Wiring by layer:
Scale bar: 20 µm.
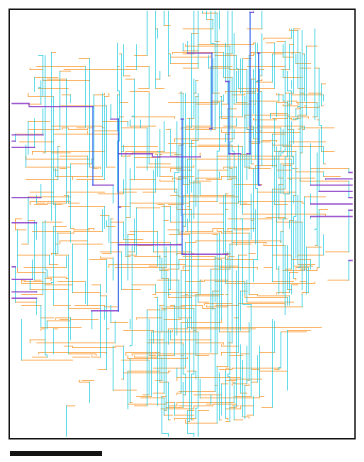
The clock network:
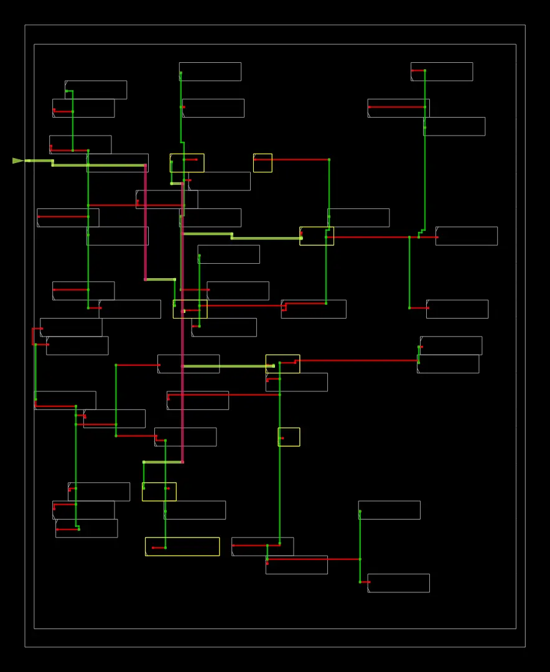
--- src/rtl/spi_master_scheduler_pkg.sv ---
// Shared SPI definitions: frame width, clock polarity and scheduler state encoding.
package spi_master_scheduler_pkg;

    localparam int unsigned SPI_FRAME_W = 8;
    localparam int unsigned SPI_BIT_W   = $clog2(SPI_FRAME_W);
    // Mode 0: SCLK idles low, data captured on the rising edge
    localparam logic        SPI_CPOL    = 1'b0;

    typedef enum logic [2:0] {
        StIdle,
        StSetup,
        StHigh,
        StLow,
        StHold
    } spi_state_e;

endpackage

--- src/rtl/spi_master_scheduler_if.sv ---
// System-side request bus shared by all requesters of the SPI scheduler.
interface spi_master_scheduler_if
    import spi_master_scheduler_pkg::*;
#(
    parameter int unsigned NUM_REQ = 2
);
    logic [NUM_REQ-1:0]             req_bi;
    logic [SPI_FRAME_W*NUM_REQ-1:0] wdata_bi;
    logic [NUM_REQ-1:0]             grant_bo;
    logic [NUM_REQ-1:0]             done_bo;
    logic [SPI_FRAME_W-1:0]         rdata_bo;
    logic                           busy_o;

    // Requester side
    modport master (
        output req_bi, wdata_bi,
        input  grant_bo, done_bo, rdata_bo, busy_o
    );

    // Scheduler side
    modport slave (
        input  req_bi, wdata_bi,
        output grant_bo, done_bo, rdata_bo, busy_o
    );
endinterface

--- src/rtl/spi_master_scheduler_rr_arbiter.sv ---
// Combinational round-robin pick: first set request at or after the pointer, wrapping.
module spi_master_scheduler_rr_arbiter #(
    parameter int unsigned NUM_REQ = 2,
    parameter int unsigned IDX_W   = (NUM_REQ > 1) ? $clog2(NUM_REQ) : 1
) (
    input  logic [NUM_REQ-1:0] req_i,
    input  logic [IDX_W-1:0]   ptr_i,
    output logic [NUM_REQ-1:0] gnt_o,
    output logic [IDX_W-1:0]   idx_o,
    output logic               valid_o
);

    // Scan from the pointer and take the first requester found
    always_comb begin
        int unsigned j;
        gnt_o   = '0;
        idx_o   = '0;
        valid_o = 1'b0;
        j       = 0;
        for (int unsigned off = 0; off < NUM_REQ; off++) begin
            j = (int'(ptr_i) + off) % NUM_REQ;
            if (!valid_o && req_i[j]) begin
                valid_o  = 1'b1;
                gnt_o[j] = 1'b1;
                idx_o    = IDX_W'(j);
            end
        end
    end

endmodule

--- src/rtl/spi_master_scheduler.sv ---
// Mode-0 SPI master shared by NUM_REQ requesters; requester i always talks to slave i.
module spi_master_scheduler
    import spi_master_scheduler_pkg::*;
#(
    parameter int unsigned NUM_REQ = 2,
    parameter int unsigned CLK_DIV = 4
) (
    input  logic               clk_i,
    input  logic               rst_i,
    spi_master_scheduler_if.slave bus,
    output logic               spi_sclk_o,
    output logic               spi_mosi_o,
    input  logic               spi_miso_i,
    output logic [NUM_REQ-1:0] spi_cs_bo
);

    localparam int unsigned IdxW = (NUM_REQ > 1) ? $clog2(NUM_REQ) : 1;
    localparam int unsigned DivW = (CLK_DIV > 1) ? $clog2(CLK_DIV) : 1;

    spi_state_e             state_q;
    logic [DivW-1:0]        div_q;
    logic [SPI_BIT_W-1:0]   bit_q;
    logic [IdxW-1:0]        idx_q;
    logic [IdxW-1:0]        rr_q;
    logic [SPI_FRAME_W-1:0] tx_q;
    logic [SPI_FRAME_W-1:0] rx_q;
    logic [SPI_FRAME_W-1:0] rdata_q;
    logic [NUM_REQ-1:0]     grant_q;
    logic [NUM_REQ-1:0]     done_q;
    logic [NUM_REQ-1:0]     cs_q;
    logic                   sclk_q;

    logic [NUM_REQ-1:0]     arb_gnt;
    logic [IdxW-1:0]        arb_idx;
    logic                   arb_valid;
    logic                   div_last;
    logic [IdxW-1:0]        rr_next;

    spi_master_scheduler_rr_arbiter #(
        .NUM_REQ (NUM_REQ),
        .IDX_W   (IdxW)
    ) u_arb (
        .req_i   (bus.req_bi),
        .ptr_i   (rr_q),
        .gnt_o   (arb_gnt),
        .idx_o   (arb_idx),
        .valid_o (arb_valid)
    );

    // Divider terminal count and the round-robin successor of the current requester
    always_comb begin
        div_last = (div_q == DivW'(CLK_DIV - 1));
        rr_next  = (idx_q == IdxW'(NUM_REQ - 1)) ? '0 : idx_q + IdxW'(1);
    end

    // Frame sequencer: arbitration, SCLK generation, shifting and completion
    always_ff @(posedge clk_i or posedge rst_i) begin
        if (rst_i) begin
            state_q <= StIdle;
            div_q   <= '0;
            bit_q   <= '0;
            idx_q   <= '0;
            rr_q    <= '0;
            tx_q    <= '0;
            rx_q    <= '0;
            rdata_q <= '0;
            grant_q <= '0;
            done_q  <= '0;
            cs_q    <= '1;
            sclk_q  <= SPI_CPOL;
        end else begin
            done_q <= '0;
            case (state_q)
                StIdle: begin
                    div_q <= '0;
                    if (arb_valid) begin
                        idx_q   <= arb_idx;
                        tx_q    <= bus.wdata_bi[SPI_FRAME_W*int'(arb_idx) +: SPI_FRAME_W];
                        grant_q <= arb_gnt;
                        cs_q    <= ~arb_gnt;
                        state_q <= StSetup;
                    end
                end
                StSetup: begin
                    if (div_last) begin
                        div_q   <= '0;
                        sclk_q  <= ~SPI_CPOL;
                        state_q <= StHigh;
                    end else begin
                        div_q <= div_q + DivW'(1);
                    end
                end
                StHigh: begin
                    if (div_last) begin
                        div_q   <= '0;
                        rx_q    <= {rx_q[SPI_FRAME_W-2:0], spi_miso_i};
                        sclk_q  <= SPI_CPOL;
                        state_q <= StLow;
                    end else begin
                        div_q <= div_q + DivW'(1);
                    end
                end
                StLow: begin
                    // MOSI is tx_q[MSB], so the shift presents the next bit after SCLK falls
                    if (div_q == '0) begin
                        tx_q <= {tx_q[SPI_FRAME_W-2:0], 1'b0};
                    end
                    if (div_last) begin
                        div_q <= '0;
                        bit_q <= bit_q + SPI_BIT_W'(1);
                        if (bit_q == SPI_BIT_W'(SPI_FRAME_W - 1)) begin
                            cs_q    <= '1;
                            state_q <= StHold;
                        end else begin
                            sclk_q  <= ~SPI_CPOL;
                            state_q <= StHigh;
                        end
                    end else begin
                        div_q <= div_q + DivW'(1);
                    end
                end
                StHold: begin
                    if (div_last) begin
                        div_q   <= '0;
                        rdata_q <= rx_q;
                        done_q  <= grant_q;
                        grant_q <= '0;
                        rr_q    <= rr_next;
                        state_q <= StIdle;
                    end else begin
                        div_q <= div_q + DivW'(1);
                    end
                end
                default: begin
                    state_q <= StIdle;
                end
            endcase
        end
    end

    // Outputs come straight from registers
    always_comb begin
        bus.grant_bo = grant_q;
        bus.done_bo  = done_q;
        bus.rdata_bo = rdata_q;
        bus.busy_o   = (state_q != StIdle);
        spi_sclk_o   = sclk_q;
        spi_mosi_o   = tx_q[SPI_FRAME_W-1];
        spi_cs_bo    = cs_q;
    end

endmodule

--- src/flat_wrapper.sv ---
// flat-port wrapper written by rule: the top's interface ports become plain ports
module spi_master_scheduler_flat import spi_master_scheduler_pkg::*;
#(
    parameter int unsigned NUM_REQ = 2,
    parameter int unsigned CLK_DIV = 4
)
  (clk_i, rst_i, spi_sclk_o, spi_mosi_o, spi_miso_i, spi_cs_bo, bus_req_bi, bus_wdata_bi, bus_grant_bo, bus_done_bo, bus_rdata_bo, bus_busy_o);
  spi_master_scheduler_if #(.NUM_REQ(NUM_REQ)) bus_i ();
  input  logic clk_i;
  input  logic rst_i;
  output logic spi_sclk_o;
  output logic spi_mosi_o;
  input  logic spi_miso_i;
  output logic [NUM_REQ-1:0] spi_cs_bo;
  input wire logic [$bits(bus_i.req_bi)-1:0] bus_req_bi;
  input wire logic [$bits(bus_i.wdata_bi)-1:0] bus_wdata_bi;
  output wire logic [$bits(bus_i.grant_bo)-1:0] bus_grant_bo;
  output wire logic [$bits(bus_i.done_bo)-1:0] bus_done_bo;
  output wire logic [$bits(bus_i.rdata_bo)-1:0] bus_rdata_bo;
  output wire logic [$bits(bus_i.busy_o)-1:0] bus_busy_o;
  assign bus_i.req_bi = bus_req_bi;
  assign bus_i.wdata_bi = bus_wdata_bi;
  assign bus_grant_bo = bus_i.grant_bo;
  assign bus_done_bo = bus_i.done_bo;
  assign bus_rdata_bo = bus_i.rdata_bo;
  assign bus_busy_o = bus_i.busy_o;
  spi_master_scheduler #(.NUM_REQ(NUM_REQ), .CLK_DIV(CLK_DIV)) u_core (.clk_i(clk_i), .rst_i(rst_i), .bus(bus_i), .spi_sclk_o(spi_sclk_o), .spi_mosi_o(spi_mosi_o), .spi_miso_i(spi_miso_i), .spi_cs_bo(spi_cs_bo));
endmodule
--- config.mk ---
export PLATFORM = sky130hd
export DESIGN_NAME = spi_master_scheduler_flat
export DESIGN_NICKNAME = d
export VERILOG_FILES = /design/src/rtl/spi_master_scheduler_pkg.sv /design/src/rtl/spi_master_scheduler_if.sv /design/src/rtl/spi_master_scheduler_rr_arbiter.sv /design/src/rtl/spi_master_scheduler.sv /design/src/flat_wrapper.sv
export SDC_FILE = /design/constraint.sdc
export NUM_CORES = 1
export LEC_CHECK = 0
export CAP_MARGIN = 15
export CELL_PAD_IN_SITES_DETAIL_PLACEMENT = 2
export CELL_PAD_IN_SITES_GLOBAL_PLACEMENT = 2
export CORE_ASPECT_RATIO = 1.25
export CORE_UTILIZATION = 30
export DETAILED_ROUTE_END_ITERATION = 8
export PLACE_DENSITY_LB_ADDON = 0.3
export SLEW_MARGIN = 20
export SYNTH_ARGS = -nofsm -noshare
export SYNTH_HDL_FRONTEND = slang
export SYNTH_SLANG_ARGS = --single-unit
--- constraint.sdc ---
create_clock -name clk_i -period 1.5 [get_ports clk_i]
set_input_delay 0.225 -clock clk_i [delete_from_list [all_inputs] [get_ports clk_i]]
set_output_delay 0.225 -clock clk_i [all_outputs]
set_load 0.005 [all_outputs]
==> git commit body <==
Update PnR metrics after Yosys + OpenROAD run

- Buffers on Ports: 37
- Power Internal: 0.00170 W
- The largest single stage delay on the critical path is between 0.4 and 0.5 ns.
- Number of cells on the critical path: 5
- The switching portion of total power comes to 0.229.
* CTS tree: done
- I/O pins: 38
- Total die size: roughly 6900 µm²
- The tool warning count for the run is 30.
- The final timing report gives a worst setup slack of -0.0128 ns.
- The worst setup path is launched from a flip-flop.
- Via density: ~5
- # Max-Cap Violations: 0
* Power per cell area: 726 nW/µm²
* Mapped Nets: 199
- Clock-pin slew on the worst setup and hold paths: 0.09 ns
- For this design the total switching power over the nets is ~0.00050 W.
- Timing would allow up to about 660 MHz.
* First-pass GRT wire length: between 10000 and 15000 µm
* Busiest grt layer: met2
* Critical path class: flip-flop to flip-flop
- Summed over all layers, the routed wires come to about 6400 µm.
* Run status: finished with violations
- Number of cells on the worst reg-to-reg path: 5
- M1 GR Usage: 0.224
* Global-route track usage on met2: 0.366
- Recorded from the global router log, the overflow total was 0.
- #FFs+latches synth: 41
- Via count: between 1500 and 2000
- Tally of nets with antenna violations remaining after routing: 0
* Vias in the first global route: between 1500 and 2000
- Chip Height: between 90 and 100 µm
- The CTS log lists the clock sinks for this run as 41.
- Gates resized during post-CTS repair numbered ~44.
* Estimated wirelength of the detail-placed design: between 4000 and 5000 µm
- At the worst endpoint, the arrival time is around 1.7 ns.
- Buffers added to address setup during post-CTS repair amount to 6.
- Critical path launch point: u_core.state_q[0]
- Violations in the final reports: negative setup slack
* CP Capture Type: flip-flop
* Count of final setup violators: 5
- Post-synth design cell area: between 1500 and 2000 µm²
- Post-route minimum period: around 1.5 ns
- Pre-antenna DRT Iters: 4
- Relative slew slack: 0.722
* Number of cells in the design after placement: 316
- Before CTS, the worst setup slack after placement is -0.410 ns.
- Counting flops with an async set or reset pin after synthesis yields a share of 1.00.
## Picture notes: 'wiring by layer'
Key: blue = met4 [wire length 179 µm]; orange = met1 [wire length 2460 µm]; cyan = met2 [wire length 3590 µm]; purple = met3 [wire length 165 µm]
GRT Util Overall: 0.199
mean routed wirelength per cell: 19.3 µm

## Picture notes: 'the clock network'
flip-flop and latch count: 41
Max Clock Skew: 0.00809 ns
Latency at later pin: 0.30 ns
cts bufs inserted: 5

## metrics by stage
stage                     hold slack, ns  instance area, µm²
final                              0.283                3030
after global routing               0.310                3030
after CTS                          0.295                2940
after detailed placement           0.445                2640
after global placement             0.427                2640
after floorplan                    0.377                1990
## layout make-up
cell class                      instances  area (µm²)  area share
Tap cell                               85         106      0.0351
Multi-Input combinational cell        117        1040       0.345
Clock buffer                            5        68.8      0.0227
Clock inverter                          3        46.3      0.0153
Inverter                                6        27.5     0.00909
Timing Repair Buffer                   75         706       0.233
Sequential cell                        41        1030       0.340
## cells by family after synthesis
family,after synthesis,synth area share
AND-OR/OR-AND,50,0.178
XOR/XNOR,1,0.00444
adder cells (fa/ha/maj),4,0.0254
buffers and inverters,16,0.0450
flip-flops,41,0.522
multiplexers,20,0.113
AND/OR/NAND/NOR,42,0.112
Power is estimated from default activity; no workload was simulated.
